===== config.mk =====
export PLATFORM = sky130hd
export DESIGN_NAME = rsa_cipher_feeder
export DESIGN_NICKNAME = d
export VERILOG_FILES = /design/src/rtl/rsa_cipher_feeder.sv
export SDC_FILE = /design/constraint.sdc
export NUM_CORES = 1
export LEC_CHECK = 0
export CORE_ASPECT_RATIO = 0.6
export CORE_MARGIN = 5
export CORE_UTILIZATION = 35
export DETAILED_ROUTE_END_ITERATION = 8
export SYNTH_ARGS = -nofsm -noshare
export SYNTH_HDL_FRONTEND = slang
export SYNTH_SLANG_ARGS = --single-unit

===== constraint.sdc =====
create_clock -name clk -period 2.3 [get_ports clk]
set_clock_uncertainty 0.05 [all_clocks]
set_input_delay 0.345 -clock clk [delete_from_list [all_inputs] [get_ports clk]]
set_output_delay 0.345 -clock clk [all_outputs]
set_load 0.05 [all_outputs]

===== src/rtl/rsa_cipher_feeder.sv =====
// Ciphertext feeder for the RSA decrypt stage: range-screens incoming bytes, buffers them
// in a small FIFO and holds each one on cipher for a fixed exponentiation window.
module rsa_cipher_feeder #(
  parameter int DEPTH       = 4,
  parameter int HOLD_CYCLES = 16,
  parameter int MODULUS     = 143
) (
  input  logic                       clk,
  input  logic                       rst,
  input  logic                       flush,
  input  logic                       in_valid,
  input  logic [7:0]                 in_data,
  output logic                       in_ready,
  output logic [7:0]                 cipher,
  output logic                       cipher_valid,
  output logic                       dec_sample,
  output logic [7:0]                 drop_cnt,
  output logic [$clog2(DEPTH+1)-1:0] fifo_count
);

  localparam int AW = $clog2(DEPTH);
  localparam int CW = $clog2(DEPTH+1);
  localparam int HW = $clog2(HOLD_CYCLES);
  localparam logic [8:0] MOD9 = 9'(MODULUS);

  typedef enum logic {IDLE, HOLD} state_t;

  state_t        r_state, w_state_nxt;
  logic [7:0]    r_mem [DEPTH];
  logic [AW-1:0] r_wptr, r_rptr;
  logic [CW-1:0] r_count;
  logic [HW-1:0] r_hold_cnt, w_hold_nxt;
  logic [7:0]    r_cipher, r_drop;
  logic          w_accept, w_in_range, w_push, w_pop, w_hold_done, w_nonempty;

  assign in_ready     = (r_count != CW'(DEPTH));
  assign w_accept     = in_valid && in_ready && !flush;
  assign w_in_range   = ({1'b0, in_data} < MOD9);
  assign w_push       = w_accept && w_in_range;
  assign w_nonempty   = (r_count != '0);
  assign w_hold_done  = (r_state == HOLD) && (r_hold_cnt == '0);

  assign cipher       = r_cipher;
  assign cipher_valid = (r_state == HOLD);
  assign dec_sample   = w_hold_done;
  assign drop_cnt     = r_drop;
  assign fifo_count   = r_count;

  // Pop decisions look at the registered count only, so a byte pushed this edge is never bypassed.
  always_comb begin
    w_state_nxt = r_state;
    w_hold_nxt  = r_hold_cnt;
    w_pop       = 1'b0;
    unique case (r_state)
      IDLE: begin
        if (w_nonempty) begin
          w_pop       = 1'b1;
          w_state_nxt = HOLD;
          w_hold_nxt  = HW'(HOLD_CYCLES - 1);
        end
      end
      HOLD: begin
        if (w_hold_done) begin
          if (w_nonempty) begin
            w_pop      = 1'b1;
            w_hold_nxt = HW'(HOLD_CYCLES - 1);
          end else begin
            w_state_nxt = IDLE;
          end
        end else begin
          w_hold_nxt = r_hold_cnt - 1'b1;
        end
      end
      default: w_state_nxt = IDLE;
    endcase
    if (flush) begin
      w_state_nxt = IDLE;
      w_hold_nxt  = '0;
      w_pop       = 1'b0;
    end
  end

  always_ff @(posedge clk or negedge rst) begin
    if (!rst) begin
      r_state    <= IDLE;
      r_hold_cnt <= '0;
    end else begin
      r_state    <= w_state_nxt;
      r_hold_cnt <= w_hold_nxt;
    end
  end

  always_ff @(posedge clk) begin
    if (w_push) r_mem[r_wptr] <= in_data;
  end

  always_ff @(posedge clk or negedge rst) begin
    if (!rst) begin
      r_wptr   <= '0;
      r_rptr   <= '0;
      r_count  <= '0;
      r_cipher <= '0;
      r_drop   <= '0;
    end else if (flush) begin
      r_wptr  <= '0;
      r_rptr  <= '0;
      r_count <= '0;
    end else begin
      if (w_push) r_wptr <= r_wptr + 1'b1;
      if (w_pop) begin
        r_rptr   <= r_rptr + 1'b1;
        r_cipher <= r_mem[r_rptr];
      end
      unique case ({w_push, w_pop})
        2'b10:   r_count <= r_count + 1'b1;
        2'b01:   r_count <= r_count - 1'b1;
        default: r_count <= r_count;
      endcase
      if (w_accept && !w_in_range && (r_drop != 8'hFF)) r_drop <= r_drop + 1'b1;
    end
  end

endmodule

==> reports/results.ini <==
[worst_setup_path]
path_class = input port to flip-flop
endpoint_kind = flip-flop
cp_cell_sequence = clkdlybuf4s50_1, nor3_1, a21boi_1, nor2_4, nor3_2, fa_2, or4_1, nand3_1
cp-start-kind = input port

[floorplan]
fp.dieH_um = 76.99
die_area_um2 = 9365
core_um2 = 7267
rows = 24
initial_core_util_pct = 36.02
die_w_um = 121.6

[yosys]
synth_top_cell_by_count = edfxtp_1
synth-edff-count = 32
yosysUniqueCellTypes = 42
synthCells = 174
common_cells = edfxtp_1 (32), dfrtp_1 (28), nor2_1 (9)
ys_async_sr_fraction_pct = 46.67
ys.flops = 60
top_area_cell = edfxtp_1
seq_area_frac_synth_pct = 63.48
yosys_area_um2 = 2618
yosys_warnings = 0
synth.net_count = 194
syn_avg_cell_area_um2 = 15.04
top_area_share_pct = 36.71
ys_cells = 174
ys_top_cells_by_area = edfxtp_1 (37%), dfrtp_1 (27%), mux4_2 (6.9%), ha_1 (3.3%), xnor2_1 (2.7%)

[job]
drv_cap = 0
tool_warnings = 31

[final_timing]
slew_headroom_pct = 66.34
period_needed_ns = 2.221
clock.fmax_mhz = 450.3
hold_viol = 0
fin_ws_ns = 0.07930
finalClockPeriodUsage_pct = 96.55
setup_violations = 0
worst_pin_slew_ns = 0.5033

[clock_network]
cts.clk_slew.worst_paths_ns = 0.05
cts_tree = done
root_buffer = clkbuf_16
cts-buffers-inserted = 9
clock.latency.late_pin_ns = 0.33
cts_buffer_depth = 2
postCtsHoldBufs = 0
cts_num_sinks = 60
cts_max_level = 3

[layout]
stdcell_count = 348
diodes = 0
area_growth_syn_to_layout_pct = 36.81
nets = 259

[pwr]
p_seq_share_pct = 32.5
total_power_uw = 4703
p_comb_uw = 1890
power.share.switching_pct = 36.13
power.density_nw_per_um2 = 1313
p_leak_uw = 0.001361
p_clk_uw = 1290
p_int_uw = 3004
p_sw_uw = 1699
sequentialPower_uw = 1530
peakVddDrop_mv = 0.5215

[drt]
first_pass_iters = 5
vias_per_cell = 4.756
drtIter0Drc = 85
drc = 0

[grt]
antenna_found_initial = 0
grt_pass1_vias = 1652
grt_pass1_wl_mm = 8.970
grt_max_degree = 29

[placed_design]
dp_hpwl_mm = 4.000
dp_slack_ns = -0.2174

[status]
status = finished, final reports clean

[hold_path]
min_path_type = input port to async pin

## path summary, 6_finish.rpt
kind	start	to	slack (ns)	cells past startpoint
worst max-delay path	in_data[5]	fifo_count[2]$_DFFE_PN0P_	0.08	8
worst min-delay path	rst	cipher[5]$_DFFE_PN0P_	0.36	2
worst max register to register	fifo_count[0]$_DFFE_PN0P_	fifo_count[2]$_DFFE_PN0P_	0.14	9
worst min register to register	cipher[2]$_DFFE_PN0P_	cipher[2]$_DFFE_PN0P_	0.43	1
max in group asynchronous	rst	fifo_count[0]$_DFFE_PN0P_	1.53	2
min in group clk	cipher[2]$_DFFE_PN0P_	cipher[2]$_DFFE_PN0P_	0.43	1
## registers in the layout, summed over array words and instances, names as in the netlist
signal,count
r_rptr,2
fifo_count,3
drop_cnt,8
r_mem,32
cipher,8
cipher_valid,1
r_wptr,2
r_hold_cnt,4
## cells by family after synthesis
logic type                 count (synthesis)  share of synthesized area (%)
AOI/OAI and AO/OA                         18                          5.259
xor gates and xnor gates                  10                          3.346
adders and majority gates                  8                          4.111
buffers and inverters                     11                          1.577
DFF                                       60                          63.48
muxes                                     19                          11.57
and+or+nand+nor                           48                          10.66
## metal layers
| metal | vias to the layer above | part of all wire (%) |
|---|---|---|
| li1 | 793 | - |
| met5 | - | 0 |
| met4 | 0 | 1.0 |
| met1 | 825 | 52 |
| met3 | 4 | 4.8 |
| met2 | 33 | 42 |
## metrics by stage
| stage | cell area (um2) | hold WS (ns) |
|---|---|---|
| 6_report | 3581 | 0.3576 |
| 2_1_floorplan | 2646 | -0.0005911 |
| 3_5_place_dp | 3286 | 0.4259 |
| 5_1_grt | 3581 | 0.4116 |
| 3_3_place_gp | 3286 | 0.4211 |
| 4_1_cts | 3572 | 0.3731 |
## worst reg2reg max path, cell delays in order (launching register included)
cell and delay, ns:
dfrtp_2 0.39, buf_4 0.16, or3b_4 0.41, nand3_4 0.11, nor2_4 0.04, nor3_2 0.16, fa_2 0.28, o21ai_0 0.11
a311o_1 0.32, nand3_1 0.08
## repair_timing
| action | in CTS | in global routing |
|---|---|---|
| buffers inserted | 0 | 0 |
| gates resized | 1 | 2 |
| gates cloned | 0 | 0 |
| setup endpoints to repair | 1 | 2 |
## area by class of cell
cell class	count	area, um2	share of cell area (%)
Sequential cell	60	1665	46.51
Multi-Input combinational cell	103	948.4	26.49
Timing Repair Buffer	57	519.2	14.50
Clock buffer	13	250.2	6.988
Tap cell	104	130.1	3.634
Clock inverter	3	37.54	1.048
Inverter	8	30.03	0.8386
## cell usage in the layout (no fill, tap or decap), types with 3 or more instances in the layout
cell type,Yosys,final
clkbuf_16,0,9
nand2_1,7,7
mux2_1,5,5
and2_1,5,5
inv_1,8,8
and3_1,3,3
xnor2_1,8,8
mux2_2,5,5
nor2_1,9,8
dfrtp_2,0,3
edfxtp_1,32,32
buf_4,0,24
clkbuf_1,3,3
nand4_1,7,7
nor3_1,4,3
clkdlybuf4s50_1,0,31
ha_1,7,7
dfrtp_1,28,25
mux4_2,8,8
a311oi_1,3,3
### The metal 1 layer

The bar under the picture is 20 um long. Supply wires on this layer in grey.
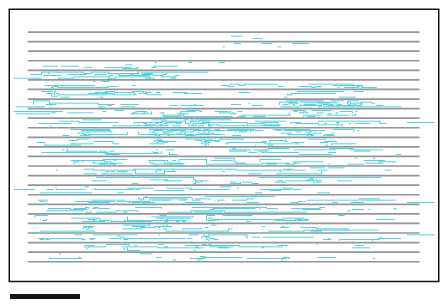
- share of all routed wire: 52%
- main direction: horizontal
- nets with wire on the layer: 239
- longest straight run: 35.0 um
- wire length on this layer: 2,850 um
WL final: 5.499 mm
Via Count: 1,655
GRT met1 Usage: 18.74%

### M2 wires

Cells faint in the background.
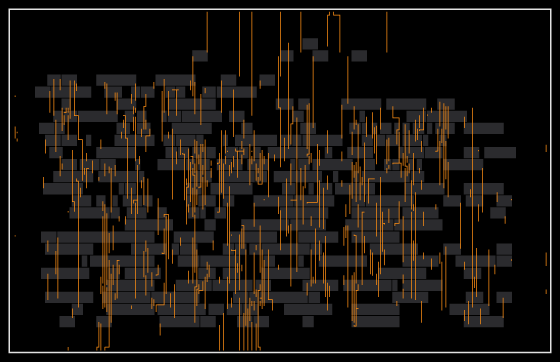
- main direction: vertical
- share of all routed wire: 42%
- wire length on this layer: 2,330 um
- nets with wire on the layer: 219
- longest straight run: 44.9 um
M2 GR Usage: 16.69%

### Signal wires on met3

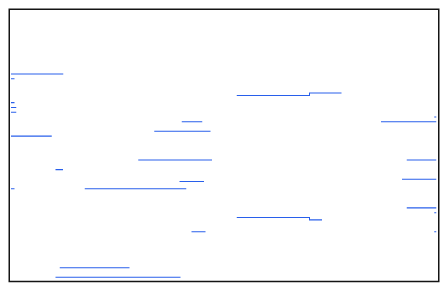
- wire length on this layer: 263 um
- nets with wire on the layer: 19
- share of all routed wire: 4.8%
met3 Resource Use GR: 5.588%

### Wiring heat map

The die is cut into 24 by 15 equal tiles; dark blue is low, red is high, scaled to the fullest tile. Values are wire area over tile area, all layers added.
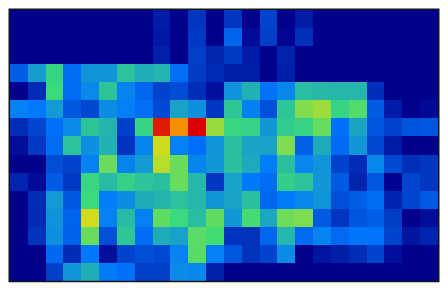
- mean over tiles: 0.091
- tiles over half the peak: 6.7%
- emptiest ninth of the die: north-east
total global-route track usage: 12.95%
WL/cell: 15.80 um

